--- config.mk ---
export PLATFORM = sky130hd
export DESIGN_NAME = mem_port_arbiter
export DESIGN_NICKNAME = d
export VERILOG_FILES = /design/src/rtl/mem_port_arbiter.sv
export SDC_FILE = /design/constraint.sdc
export NUM_CORES = 1
export LEC_CHECK = 0
export CAP_MARGIN = 20
export CORE_AREA = 5 5 113 115
export CTS_BUF_LIST = sky130_fd_sc_hd__clkbuf_2 sky130_fd_sc_hd__clkbuf_4 sky130_fd_sc_hd__clkbuf_8
export DETAILED_ROUTE_END_ITERATION = 8
export DIE_AREA = 0 0 118 120
export DONT_BUFFER_PORTS = 1
export PLACE_DENSITY_LB_ADDON = 0.3
export SLEW_MARGIN = 20
export SYNTH_ARGS = -nofsm -noshare
export SYNTH_HDL_FRONTEND = slang
export SYNTH_SLANG_ARGS = --single-unit
--- constraint.sdc ---
create_clock -name clk -period 3.1 [get_ports clk]
set_input_delay 0.93 -clock clk [delete_from_list [all_inputs] [get_ports clk]]
set_output_delay 0.93 -clock clk [all_outputs]
set_load 0.02 [all_outputs]
--- src/rtl/mem_port_arbiter.sv ---
// Round-robin arbiter sharing one synchronous memory port between two requesters.
// Optional locked back-to-back grants are enabled with `define MEM_ARB_LOCK_EN.
module mem_port_arbiter #(
    parameter int N        = 32,
    parameter int A        = 32,
    parameter int MAX_LOCK = 4
) (
    input  logic         clk,
    input  logic         rstb,
    input  logic         req0,
    input  logic         req1,
    input  logic         lock0,
    input  logic         lock1,
    input  logic         wr_ena0,
    input  logic         wr_ena1,
    input  logic [A-1:0] addr0,
    input  logic [A-1:0] addr1,
    input  logic [N-1:0] wr_data0,
    input  logic [N-1:0] wr_data1,
    output logic         ack0,
    output logic         ack1,
    output logic [N-1:0] rd_data0,
    output logic [N-1:0] rd_data1,
    output logic [A-1:0] mem_addr,
    output logic         mem_wr_ena,
    output logic [N-1:0] mem_wr_data,
    input  logic [N-1:0] mem_rd_data,
    output logic         busy,
    output logic         gnt_id
);

    typedef enum logic [1:0] {
        IDLE  = 2'd0,
        ISSUE = 2'd1,
        RESP  = 2'd2
    } state_t;

    state_t         state_q;
    state_t         state_d;
    logic           last_gnt;
    logic           gnt_id_q;
    logic           lat_we;
    logic [A-1:0]   lat_addr;
    logic [N-1:0]   lat_wd;
    logic           ack0_q;
    logic           ack1_q;
    logic [N-1:0]   rd0_q;
    logic [N-1:0]   rd1_q;
    logic           grant;
    logic           win;
    logic           elig0;
    logic           elig1;

`ifdef MEM_ARB_LOCK_EN
    localparam int CW = $clog2(MAX_LOCK + 1);

    logic           lock_lat;
    logic [CW-1:0]  lock_cnt;
    logic           lock_full;
    logic           relock0;
    logic           relock1;
    logic           locked;

    assign lock_full = (lock_cnt == CW'(MAX_LOCK));
    // Locked re-grant: the acked requester keeps the port unless the cap is hit and the other side waits
    assign relock0 = ack0_q & lock_lat & req0 & ~(lock_full & req1);
    assign relock1 = ack1_q & lock_lat & req1 & ~(lock_full & req0);
`else
    logic unused_lock;
    assign unused_lock = lock0 | lock1;
`endif

    assign elig0 = req0 & ~ack0_q;
    assign elig1 = req1 & ~ack1_q;

    // State register
    always_ff @(posedge clk or negedge rstb) begin
        if (!rstb) state_q <= IDLE;
        else       state_q <= state_d;
    end

    // Next state and grant decision
    always_comb begin
        state_d = state_q;
        grant   = 1'b0;
        win     = last_gnt;
`ifdef MEM_ARB_LOCK_EN
        locked  = 1'b0;
`endif
        unique case (state_q)
            IDLE: begin
`ifdef MEM_ARB_LOCK_EN
                if (relock0 | relock1) begin
                    grant  = 1'b1;
                    win    = relock1;
                    locked = 1'b1;
                end else
`endif
                if (elig0 & elig1) begin
                    grant = 1'b1;
                    win   = ~last_gnt;
                end else if (elig0) begin
                    grant = 1'b1;
                    win   = 1'b0;
                end else if (elig1) begin
                    grant = 1'b1;
                    win   = 1'b1;
                end
                if (grant) state_d = ISSUE;
            end
            ISSUE:   state_d = RESP;
            RESP:    state_d = IDLE;
            default: state_d = IDLE;
        endcase
    end

    // Latch the winning request; these latches drive the memory port directly
    always_ff @(posedge clk or negedge rstb) begin
        if (!rstb) begin
            last_gnt <= 1'b1;
            gnt_id_q <= 1'b1;
            lat_we   <= 1'b0;
            lat_addr <= '0;
            lat_wd   <= '0;
        end else if (grant) begin
            last_gnt <= win;
            gnt_id_q <= win;
            lat_we   <= win ? wr_ena1 : wr_ena0;
            lat_addr <= win ? addr1 : addr0;
            lat_wd   <= win ? wr_data1 : wr_data0;
        end
    end

    // Completion: one-cycle ack and read-data capture at the end of RESP
    always_ff @(posedge clk or negedge rstb) begin
        if (!rstb) begin
            ack0_q <= 1'b0;
            ack1_q <= 1'b0;
            rd0_q  <= '0;
            rd1_q  <= '0;
        end else begin
            ack0_q <= (state_q == RESP) & ~gnt_id_q;
            ack1_q <= (state_q == RESP) & gnt_id_q;
            if ((state_q == RESP) && !lat_we) begin
                if (gnt_id_q) rd1_q <= mem_rd_data;
                else          rd0_q <= mem_rd_data;
            end
        end
    end

`ifdef MEM_ARB_LOCK_EN
    // Lock bookkeeping: count consecutive locked grants, clear on a fresh grant
    always_ff @(posedge clk or negedge rstb) begin
        if (!rstb) begin
            lock_lat <= 1'b0;
            lock_cnt <= '0;
        end else if (grant) begin
            lock_lat <= win ? lock1 : lock0;
            if (!locked)         lock_cnt <= '0;
            else if (!lock_full) lock_cnt <= lock_cnt + 1'b1;
        end
    end
`endif

    assign mem_addr    = lat_addr;
    assign mem_wr_data = lat_wd;
    assign mem_wr_ena  = (state_q == ISSUE) & lat_we;
    assign busy        = (state_q != IDLE);
    assign gnt_id      = gnt_id_q;
    assign ack0        = ack0_q;
    assign ack1        = ack1_q;
    assign rd_data0    = rd0_q;
    assign rd_data1    = rd1_q;

endmodule
Figure 1. Metal 1 (run 1).
Scale bar: 20 µm. Supply wires on this layer in grey.
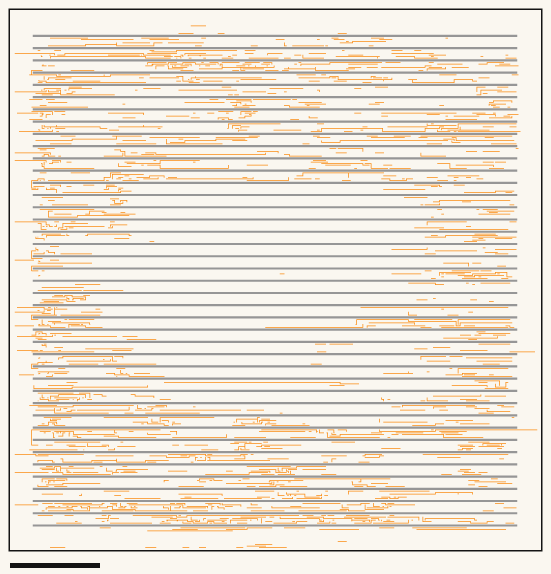
nets with wire on the layer: 479
wire length on this layer: 4860 µm

Figure 2. The metal 2 layer (run 1).
Scale bar: 20 µm.
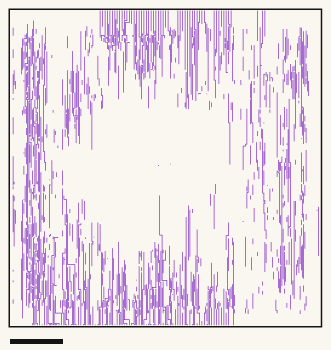
main direction: vertical
wire length on this layer: 6590 µm

==> qor.csv, run 1 <==
stage;metric;value;unit
status;status;finished, final reports clean;
grt;largest net degree at the start of global routing;135;
drt;DRC;0;
yosys;Commonest flop;dfrtp_1;
grt;total gr overflow;0;
clocking;clock sink total;134;
clocking;CTS H-tree depth;4;
worst_setup_path;reg2reg start;state_q[1];
clocking;cts bufs inserted;17;
final_timing;final setup vio count;0;
yosys;top cells, area;dfrtp_1 60%, a221o_1 12%, and3_1 7.4%;
clocking;Latency at later pin;0.44;ns
floorplanning;total core area;11700;µm²
worst_setup_path;Critical R2R Capture;mem_wr_data[21];
drt;antenna-violating nets left;0;
worst_setup_path;Worst Path Required;2.17;ns
final_layout;share of layout cells above drive strength 1;20.4;%
worst_setup_path;kind of critical path;flip-flop to output pin;
floorplanning;chip area;14200;µm²
yosys;Seq/Total Area, Yosys;60.9;%
final_timing;relative slew slack;57.0;%
drt;DR WL/cell;25.8;µm
clocking;postcts setup bufs;0;
clocking;hold buffers post-CTS;0;
final_layout;Top cells excl fill/tap;133 x dfrtp_1, 65 x and3_1, 65 x a221o_1, 33 x mux2_2, 31 x mux2_1;
power_and_ir_drop;leakage power total;2.81;nW
final_timing;Pins Over Slew Limit;0;
yosys;total nets after synthesis;550;
yosys;number of enable flip-flop cells;0;
placed_design;routability cong.;0.783;
floorplanning;Die Y;120;µm
drt;total number of vias;3454;
yosys;Synth Area per Inst;14.4;µm²
worst_setup_path;CP cell instances;nor2b_1 -> and2_1;
floorplanning;Top Ports;301;
final_timing;period utilization;75.4;%
clocking;Resized Gates After CTS;0;
job;Max-Cap Viols;0;
final_timing;Tmin final;2.34;ns
worst_setup_path;Worst Setup End Kind;output pin;
final_layout;fin area;5980;µm²
worst_setup_path;Crit Path Max Fanout;6;
placed_design;Placed Area;5520;µm²
floorplanning;fp util;47.1;%
floorplanning;die width;118;µm
worst_setup_path;FF-to-FF setup slack;0.99;ns
placed_design;DP Wirelength;9670;µm
final_layout;nets@finish;538;
final_layout;Fill cells;976;
clocking;CTS tree;yes;
final_timing;Hold Vio Cnt, Final;0;
final_timing;FMAX;0.428;GHz
yosys;Max-area cell share;60.4;%
worst_setup_path;critical path startpoint category;flip-flop;
final_timing;worst slew pin tran;0.645;ns
hold_path;Hold WC Path Type;input pin to asynchronous set/reset pin;
clocking;root buffer cell;clkbuf_8;
yosys;Netlist cell types;25;
clocking;clk slew on worst S/H paths;0.08;ns
worst_setup_path;slowest stage cell on the critical path;dfrtp_1;
worst_setup_path;CP peak stage delay;0.48;ns
yosys;yosys warns;0;
grt;GRT Util Overall;19.3;%
yosys;mapped cell area;5510;µm²
final_timing;setup TNS;0;ns
drt;vias per cell;6.48;
final_layout;Area Growth Syn to Fin;8.54;%
worst_setup_path;reg2reg path depth;4;
yosys;async set or reset register ratio after synthesis;100;%
yosys;synthesis area per yosys;5510;µm²
clocking;CTS Buffer Depth;2;
floorplanning;row count;40;
drt;TritonRoute pass-1 iters;6;
final_layout;most common logic cell in the routed design;dfrtp_1;
final_layout;multi-input logic area;1920;µm²
final_timing;skew final;0.0115;ns
yosys;largest area contributor in the netlist;dfrtp_1;
power_and_ir_drop;Max VDD drop;0.760;mV
grt;first-pass GRT wire length;21300;µm
yosys;Yosys reg bits;134;
drt;DR iter-0 viols;235;
final_timing;RSZ-0062 raised after global routing;no;
final_layout;Storage cell area;3350;µm²
drt;final WL;13700;µm
grt;initial antenna violation count;3;
worst_setup_path;Critical Path AT;1.41;ns
power_and_ir_drop;pwr dens;1290;nW/µm²
yosys;cells after synthesis;382;
grt;vias in the first global route;3615;
placed_design;Port Buffers;0;
yosys;# Cells Yosys;382;
job;total tool warning count;30;
Figure 3. Metal 3 (run 1).
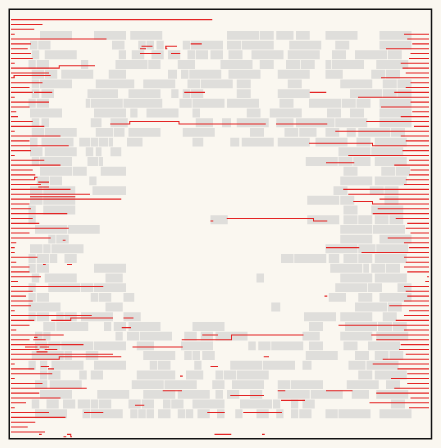
nets with wire on the layer: 186
main direction: horizontal
wire length on this layer: 1860 µm
share of all routed wire: 14%

## run 1: layout make-up
| cell class | instances | area share, % |
|---|---|---|
| clock inverter | 11 | 2.87 |
| sequential | 134 | 56.1 |
| inverter | 2 | 0.126 |
| antenna | 3 | 0.126 |
| clock buffer | 21 | 4.73 |
| timing repair buffer | 5 | 0.837 |
| tap | 147 | 3.08 |
| multi-input combinational | 210 | 32.2 |
## run 1: power breakdown
part | total (mW) | internal, mW | switching, mW
registers | 4.38 | 2.62 | 1.76
clock network | 1.62 | 0.952 | 0.666
logic | 1.73 | 0.948 | 0.783
## run 1: state kept, by name, indices dropped and copies added (netlist names)
name,cells
rd_data0,32
gnt_id,1
ack0,1
rd_data1,32
mem_wr_data,32
lat_we,1
ack1,1
mem_addr,32
state_q,2
## run 1: through the flow
stage / power [mW] / hold slack (ns) / utilization (%) / setup WS, ns / instances
floorplan: 5.71 / 0.490 / - / 1.02 / 382
detailed placement: 6.16 / 0.588 / 47.1 / 0.776 / 498
global route: 8.14 / 0.131 / 51.1 / 0.646 / 533
global placement: 6.08 / 0.586 / 47.1 / 0.818 / 498
CTS: 7.80 / 0.140 / 51.0 / 0.708 / 530
finish: 7.73 / 0.185 / 51.1 / 0.763 / 533
## run 1: cells by family (layout without fill, tap and decap cells)
group | Yosys count | count (layout) | synth area share, %
mux | 64 | 64 | 13.1
compound gates | 68 | 68 | 12.2
flops | 134 | 134 | 60.9
other cells | 0 | 3 | 0
simple gates | 78 | 78 | 9.26
buf+inv | 38 | 39 | 4.61
## run 1: worst max-delay path by stage
stage / start / endpoint / slack [ns] / cells after the start
finish: state_q[0] / mem_wr_ena / 0.76 / 2
global route: state_q[0] / mem_wr_ena / 0.65 / 2
CTS: state_q[0] / mem_wr_ena / 0.71 / 2
detailed placement: req0 / mem_wr_data[7] / 0.78 / 4
global placement: req0 / mem_wr_data[12] / 0.82 / 4
floorplan: req1 / lat_we / 1.02 / 5
## run 1: metal layers
metal / part of all wire, % / global-route usage, % / wire length (µm)
met1: 35 / 21.1 / 4860
met2: 48 / 29.3 / 6590
met3: 14 / 11.6 / 1860
met4: 3.1 / 9.75 / 423
met5: 0 / 0 / 0
## run 1: critical path, delay by kind of cell (launching register included)
family / cells / cell delay, ns
and+or+nand+nor: 2 / 0.49
DFF: 1 / 0.48
## run 1: Yosys cell counts (all sizes together), types with 2 or more instances
library cell  count
dfrtp           133
a221o            65
and3             65
mux2             64
buf              27
clkbuf            9
nor2b             3
inv               2
nand2b            2
nor4b             2
==> inputs of run 2 (changes only) <==
==> constraint.sdc (replaced) <==
create_clock -name clk -period 1.9 [get_ports clk]
set_input_delay 0.57 -clock clk [delete_from_list [all_inputs] [get_ports clk]]
set_output_delay 0.57 -clock clk [all_outputs]
set_load 0.02 [all_outputs]
Figure 4. The metal 2 layer (run 2).
Scale bar: 20 µm.
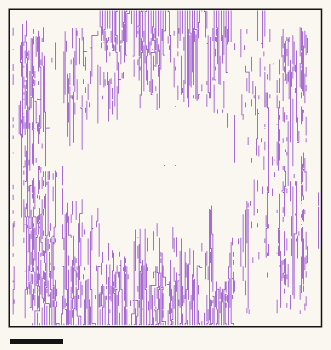
share of all routed wire: 49%
longest straight run: 60.4 µm
wire length on this layer: 6650 µm

Figure 5. Metal 3 (run 2).
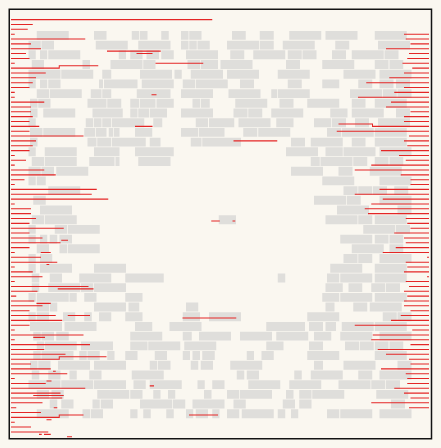
longest straight run: 56.1 µm
share of all routed wire: 12%
main direction: horizontal
wire length on this layer: 1610 µm

Figure 6. Metal 1 (run 2).
Scale bar: 20 µm. Supply wires on this layer in grey.
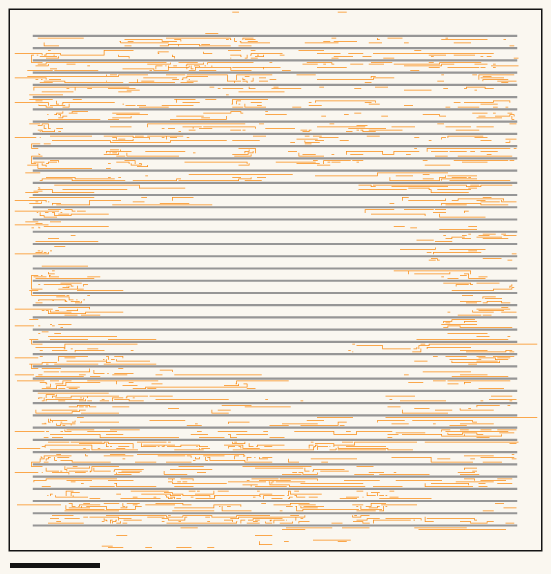
main direction: horizontal
share of all routed wire: 37%
nets with wire on the layer: 480

==> qor.csv, run 2 <==
stage;metric;value;unit;change
worst_setup_path;reg2reg path depth;3;;-1
clocking;clk slew on worst S/H paths;0.08;ns;about the same
final_timing;relative slew slack;59.4;%;+2.4 points
yosys;Seq/Total Area, Yosys;60.9;%;unchanged
power_and_ir_drop;net switching power;5.25;mW;+64%
power_and_ir_drop;combinational share of power;23.8;%;+1.4 points
floorplanning;row count;40;;unchanged
worst_setup_path;Worst Setup End Kind;output pin;;
final_timing;Min Hold Slack;-0.157;ns;-0.343 ns
yosys;total nets after synthesis;550;;unchanged
worst_setup_path;slowest stage cell on the critical path;dfrtp_2;;
final_timing;Pins Over Slew Limit;0;;unchanged
final_timing;Tmin final;1.83;ns;
placed_design;DP Wirelength;9640;µm;-0.30%
clocking;cts bufs inserted;17;;unchanged
worst_setup_path;CP cell instances;or2_4 -> buf_4;;
final_layout;Fill cells;1007;;+3.2%
drt;TritonRoute pass-1 iters;4;;-2
final_timing;Hold Vio Cnt, Final;133;;+133
worst_setup_path;Critical Path Sink;busy;;
final_layout;most common logic cell in the routed design;dfrtp_1;;
drt;total number of vias;3369;;-2.5%
clocking;root buffer cell;clkbuf_8;;
yosys;top cells, area;dfrtp_1 60%, a221o_1 12%, and3_1 7.4%;;
power_and_ir_drop;Clk pwr share;20.5;%;-0.4 points
final_timing;RSZ-0062 raised after global routing;no;;
final_layout;Area Growth Syn to Fin;10.2;%;
power_and_ir_drop;pwr dens;2100;nW/µm²;+63%
status;failing checks;negative hold slack;;
grt;total gr overflow;0;;unchanged
job;Max-Cap Viols;0;;unchanged
power_and_ir_drop;leakage power total;2.85;nW;+1.3%
yosys;yosys warns;0;;unchanged
worst_setup_path;CP bufs+invs;1;;+1
floorplanning;Top Ports;301;;unchanged
yosys;# Cells Yosys;382;;unchanged
clocking;CTS Buffer Depth;2;;unchanged
final_timing;final worst setup slack;0.0664;ns;-0.696 ns
power_and_ir_drop;Max VDD drop;1.33;mV;+75%
yosys;async set or reset register ratio after synthesis;100;%;unchanged
placed_design;DP Worst Slack;0.0250;ns;-0.751 ns
status;status;finished with violations;;
floorplanning;Die Y;120;µm;unchanged
drt;final WL;13600;µm;-0.82%
placed_design;Port Buffers;0;;unchanged
final_layout;nets@finish;544;;+1.1%
grt;vias in the first global route;3625;;+0.28%
yosys;Synth Area per Inst;14.4;µm²;unchanged
clocking;CTS H-tree depth;4;;unchanged
drt;DR iter-0 viols;182;;-23%
grt;initial antenna violation count;1;;-2
final_timing;setup TNS;0;ns;unchanged
drt;antenna-violating nets left;0;;unchanged
yosys;mapped cell area;5510;µm²;unchanged
grt;largest net degree at the start of global routing;135;;unchanged
yosys;largest area contributor in the netlist;dfrtp_1;;
power_and_ir_drop;internal power;7.50;mW;+66%
worst_setup_path;Critical Path AT;1.26;ns;-0.15 ns
yosys;Commonest flop;dfrtp_1;;
clocking;CTS tree;yes;;
power_and_ir_drop;sequential power share;55.7;%;-1.0 points
final_layout;share of layout cells above drive strength 1;22.9;%;+2.5 points
yosys;Netlist cell types;25;;unchanged
clocking;clock sink total;134;;unchanged
worst_setup_path;kind of critical path;flip-flop to output pin;;
placed_design;routability cong.;0.789;;+0.78%
yosys;Yosys reg bits;134;;unchanged
final_timing;skew final;0.0134;ns;+0.00189 ns
yosys;number of enable flip-flop cells;0;;unchanged
worst_setup_path;Crit Path Max Fanout;5;;-1
final_layout;Top cells excl fill/tap;131 x dfrtp_1, 65 x and3_1, 65 x a221o_1, 33 x mux2_2, 31 x mux2_1;;
final_timing;period utilization;96.5;%;
grt;first-pass GRT wire length;21100;µm;-0.94%
worst_setup_path;CP peak stage delay;0.43;ns;-0.05 ns
worst_setup_path;critical path startpoint category;flip-flop;;
## run 2: cell count changes in the layout (fill, tap and decap cells not counted), sizes merged
cell	previous run	this run
inv	3	2
clkinvlp	2	3
diode	3	1
buf	5	11
## run 2: metal layers
| layer | vias to the layer above | routed length (µm) | track usage, % |
|---|---|---|---|
| met5 | - | 0 | 0 |
| met3 | 19 | 1610 | 9.24 |
| li1 | 1452 | - | - |
| met2 | 205 | 6650 | 30.6 |
| met4 | 0 | 316 | 7.53 |
| met1 | 1693 | 5050 | 21.4 |
## run 2: worst register-to-register path: stages, from the launching register on
cell and delay (ns):
dfstp_2 0.43, or3b_4 0.66, and3_1 0.30, a221o_1 0.27
## run 2: worst min path at each step
| stage | slack, ns | start | end |
|---|---|---|---|
| after global placement | 0.28 | rstb | rd_data0[15] |
| after global routing | -0.21 | rstb | rd_data1[27] |
| after CTS | -0.19 | rstb | rd_data0[15] |
| after detailed placement | 0.28 | rstb | rd_data1[24] |
| after floorplan | 0.27 | rstb | ack0 |
| final | -0.16 | rstb | rd_data1[24] |
## run 2: layout make-up
class / instances / area, µm² / area share, %
sequential: 134 / 3360 / 55.3
multi-input combinational: 210 / 1930 / 31.8
clock buffer: 21 / 277 / 4.55
tap: 147 / 184 / 3.03
clock inverter: 11 / 174 / 2.86
timing repair buffer: 11 / 136 / 2.25
inverter: 2 / 7.51 / 0.124
antenna: 1 / 2.50 / 0.0412
## run 2: per-stage QoR
stage	hold slack [ns]	util, %	power (mW)	std cells	area (µm²)
2_1_floorplan	0.274	-	9.31	382	5510
3_3_place_gp	0.278	47.6	10.0	501	5580
3_5_place_dp	0.277	47.6	10.2	501	5580
4_1_cts	-0.188	51.7	12.9	536	6060
5_1_grt	-0.211	51.8	13.5	537	6070
6_report	-0.157	51.8	12.8	537	6070
## run 2: cell families (layout without fill, tap and decap cells)
| family | count (synthesis) | after routing | share of synthesized area [%] |
|---|---|---|---|
| buf+inv | 38 | 45 | 4.61 |
| compound gates | 68 | 68 | 12.2 |
| flops | 134 | 134 | 60.9 |
| simple gates | 78 | 78 | 9.26 |
| mux | 64 | 64 | 13.1 |
| other cells | 0 | 1 | 0 |
## run 2: timing repair
item	in CTS	in global routing
endpoints found under the hold margin	134	134
endpoints found under the setup margin	2	3
buffers inserted	3	0
resized	3	3
## run 2: power by group through the flow
| stage | sequential, mW | combinational (mW) | clock, mW |
|---|---|---|---|
| global placement | 7.17 | 2.85 | 0 |
| CTS | 7.13 | 3.05 | 2.68 |
| finish | 7.10 | 3.03 | 2.62 |
| floorplan | 6.73 | 2.59 | 0 |
| global route | 7.27 | 3.35 | 2.83 |
| detailed placement | 7.17 | 3.01 | 0 |
==> inputs of run 3 (changes only) <==
--- a/config.mk
+++ b/config.mk
@@ -11,7 +11,6 @@
 export DETAILED_ROUTE_END_ITERATION = 8
 export DIE_AREA = 0 0 118 120
 export DONT_BUFFER_PORTS = 1
-export PLACE_DENSITY_LB_ADDON = 0.3
 export SLEW_MARGIN = 20
 export SYNTH_ARGS = -nofsm -noshare
 export SYNTH_HDL_FRONTEND = slang
Figure 7. Signal wires on met4 (run 3).
Scale bar: 20 µm. Supply wires on this layer in grey.
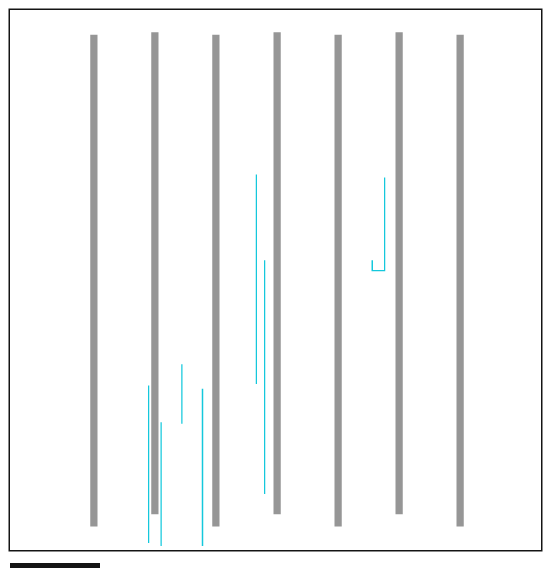
wire length on this layer: 233 µm
nets with wire on the layer: 5
share of all routed wire: 1.7%

Figure 8. Track usage over the die (run 3).
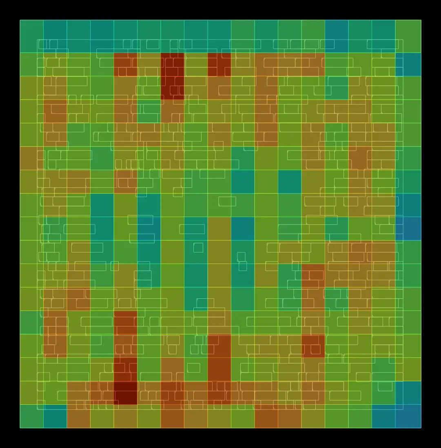
GRT Util Overall: 19.5%
gr busiest metal: met2
GR Util met2: 32.5%
met1 Usage GRT: 22.0%

Figure 9. Metal 1 (run 3).
Scale bar: 20 µm. Supply wires on this layer in grey.
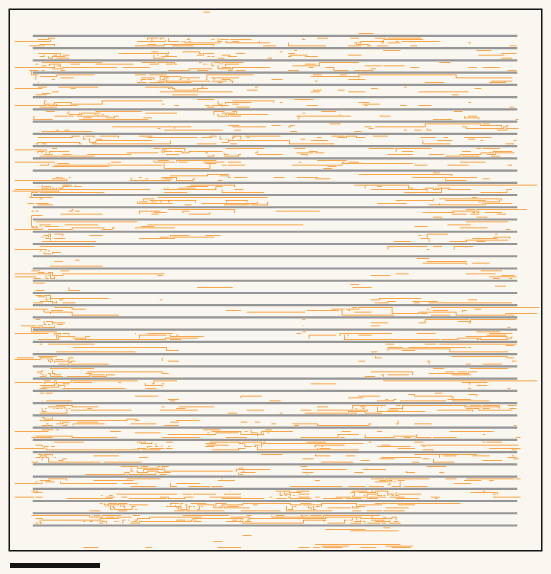
main direction: horizontal
wire length on this layer: 5000 µm
share of all routed wire: 36%
nets with wire on the layer: 496
longest straight run: 34.5 µm

==> qor.csv, run 3 <==
stage;metric;value;unit;change
yosys;# Cells Yosys;382;;unchanged
yosys;top comb family, area;multiplexers;;
worst_setup_path;kind of critical path;flip-flop to output pin;;
floorplanning;row count;40;;unchanged
floorplanning;Top Ports;301;;unchanged
final_timing;Min Hold Slack;-0.157;ns;-0.0000280 ns
placed_design;DP Wirelength;10100;µm;+5.2%
yosys;mux frac, synth;13.1;%;unchanged
yosys;Synth top cell by count;dfrtp_1;;
yosys;number of enable flip-flop cells;0;;unchanged
final_layout;multi-input logic area;1930;µm²;-0.32%
clocking;root buffer cell;clkbuf_8;;
clocking;Latency at later pin;0.42;ns;
worst_setup_path;Crit Path Max Fanout;3;;-2
clocking;cts bufs inserted;17;;unchanged
final_timing;Tmin final;1.81;ns;-0.0263 ns
drt;DR WL/cell;25.8;µm;
job;Max-Cap Viols;0;;unchanged
final_layout;Top cells excl fill/tap;131 x dfrtp_1, 65 x and3_1, 65 x a221o_1, 33 x mux2_2, 31 x mux2_1;;
worst_setup_path;Worst Path Required;1.33;ns;
final_timing;FMAX;0.553;GHz;
final_layout;most common logic cell in the routed design;dfrtp_1;;
final_layout;ant diodes;0;;-1
final_layout;Area Growth Syn to Fin;9.51;%;
grt;initial antenna violation count;0;;-1
final_timing;skew final;0.00896;ns;-0.00442 ns
worst_setup_path;Critical Path AT;1.24;ns;-0.02 ns
yosys;Adder-Cell Fraction of Synth Area;0;%;unchanged
grt;total gr overflow;0;;unchanged
drt;vias per cell;6.29;;
final_timing;RSZ-0062 raised after global routing;no;;
job;total tool warning count;32;;
worst_setup_path;Worst Setup End Kind;output pin;;
placed_design;Port Buffers;0;;unchanged
yosys;largest area contributor in the netlist;dfrtp_1;;
power_and_ir_drop;Max VDD drop;0.874;mV;-34%
yosys;yosys warns;0;;unchanged
final_timing;relative slew slack;73.8;%;+14 points
worst_setup_path;reg2reg start;gnt_id;;
yosys;Commonest flop;dfrtp_1;;
yosys;Synth Area in Simple Gates;9.26;%;unchanged
final_timing;setup TNS;0;ns;unchanged
yosys;Yosys reg bits;134;;unchanged
status;status;finished with violations;;
floorplanning;chip area;14200;µm²;
floorplanning;Die Y;120;µm;unchanged
final_timing;period utilization;95.1;%;-1.4 points
floorplanning;total core area;11700;µm²;
yosys;Netlist cell types;25;;unchanged
hold_path;Hold WC Path Type;input pin to asynchronous set/reset pin;;
drt;final WL;14000;µm;+2.7%
drt;total number of vias;3401;;+0.95%
power_and_ir_drop;pwr dens;2040;nW/µm²;-2.7%
final_layout;Fill cells;1009;;+0.20%
yosys;XOR Share, Synth;0;%;unchanged
power_and_ir_drop;leakage power total;2.85;nW;about the same
drt;DRC;0;;
worst_setup_path;FF-to-FF setup slack;0.15;ns;
floorplanning;die width;118;µm;
final_layout;nets@finish;550;;+1.1%
grt;first-pass GRT wire length;21300;µm;+1.3%
final_timing;Hold Vio Cnt, Final;133;;unchanged
clocking;CTS tree;yes;;
yosys;synth cell count leaders;133 x dfrtp_1, 65 x a221o_1, 65 x and3_1;;
final_timing;worst slew pin tran;0.387;ns;
clocking;CTS Buffer Depth;2;;unchanged
yosys;synthesis area per yosys;5510;µm²;
drt;antenna-violating nets left;0;;unchanged
yosys;mapped cell area;5510;µm²;unchanged
final_layout;share of layout cells above drive strength 1;23.6;%;+0.72 points
final_timing;Pins Over Slew Limit;0;;unchanged
yosys;top cells, area;dfrtp_1 60%, a221o_1 12%, and3_1 7.4%;;
drt;TritonRoute pass-1 iters;4;;unchanged
yosys;cells after synthesis;382;;
yosys;total nets after synthesis;550;;unchanged
yosys;Synth Area per Inst;14.4;µm²;unchanged
worst_setup_path;reg2reg path depth;4;;+1
drt;DR iter-0 viols;219;;+20%
yosys;async set or reset register ratio after synthesis;100;%;unchanged
grt;largest net degree at the start of global routing;135;;unchanged
clocking;CTS H-tree depth;4;;unchanged
floorplanning;fp util;47.1;%;
placed_design;routability cong.;0.734;;-7.1%
yosys;Seq/Total Area, Yosys;60.9;%;unchanged
grt;vias in the first global route;3586;;-1.1%
status;failing checks;negative hold slack;;
yosys;Max-area cell share;60.4;%;
final_timing;final setup vio count;0;;
clocking;clock sink total;134;;unchanged
worst_setup_path;critical path startpoint category;flip-flop;;
clocking;clk slew on worst S/H paths;0.07;ns;about the same
worst_setup_path;Critical R2R Capture;rd_data1[1];;
yosys;ao+oa area frac;12.2;%;unchanged
power_and_ir_drop;Power Total;12.3;mW;-3.3%
final_layout;Storage cell area;3360;µm²;unchanged
-- run 3: netlist changes by cell type in the layout (fill, tap and decap cells not counted), moves of 2 or more --
cell | previous run | this run
buf_4 | 6 | 10
clkbuf_4 | 2 | 4
bufinv_16 | 4 | 0
clkinv_2 | 1 | 4
buf_12 | 4 | 7
-- run 3: cell type report --
type / count / share of cell area, %
clock buffers: 23 / 4.83
clock inverters: 8 / 0.871
inverters: 2 / 0.124
multi-input cells: 210 / 31.9
flip-flops and latches: 134 / 55.6
well taps: 147 / 3.05
repair buffers: 17 / 3.57
-- run 3: repair_timing --
action | CTS | global route
endpoints found under the setup margin | 2 | 2
endpoints found under the hold margin | 134 | 134
setup buffers | 0 | 4
cloned | 0 | 0
resized | 3 | 1
-- run 3: power breakdown --
group	leakage [nW]	switching, mW	internal, mW
Sequential	1.63	2.81	4.28
Clock	0.179	1.01	1.02
Combinational	1.03	1.41	1.80
-- run 3: worst max-delay path by stage --
| stage | slack (ns) | from | to | depth (start not counted) |
|---|---|---|---|---|
| floorplan | 0.18 | req1 | lat_we | 5 |
| global placement | 0.16 | gnt_id | rd_data1[31] | 4 |
| detailed placement | 0.15 | gnt_id | rd_data1[1] | 4 |
| CTS | 0.003 | state_q[0] | mem_wr_ena | 2 |
| global route | 0.01 | state_q[1] | mem_addr[17] | 5 |
| finish | 0.09 | state_q[1] | busy | 2 |
-- run 3: stage by stage --
stage                     utilization (%)  setup slack [ns]  std cells  instance area (µm²)  hold slack (ns)
after floorplan                         -             0.177        382                 5510            0.274
after global placement               48.3             0.158        506                 5650            0.277
after detailed placement             48.3             0.147        506                 5650            0.278
after CTS                            51.2           0.00269        537                 6000           -0.194
after global routing                 51.5            0.0143        541                 6030           -0.202
final                                51.5            0.0927        541                 6030           -0.157
-- run 3: kinds of logic (layout without fill, tap and decap cells) --
kind of cell    after synthesis  in the layout
buf+inv                      38             50
flops                       134            134
simple gates                 78             78
mux                          64             64
compound gates               68             68
-- run 3: metal layers --
metal | part of all wire, % | up-vias | track usage (%)
met5 | 0 | - | 0
met4 | 1.7 | 0 | 6.31
met3 | 11 | 16 | 9.24
met2 | 51 | 220 | 32.5
met1 | 36 | 1700 | 22.0
li1 | - | 1465 | -
-- run 3: worst max-delay path, stage by stage, from the launching register on --
cell and delay, ns:
dfrtp_2 0.42, or2_1 0.25, buf_4 0.17
Power figures rest on the tool's default switching activity, not on a simulated workload.
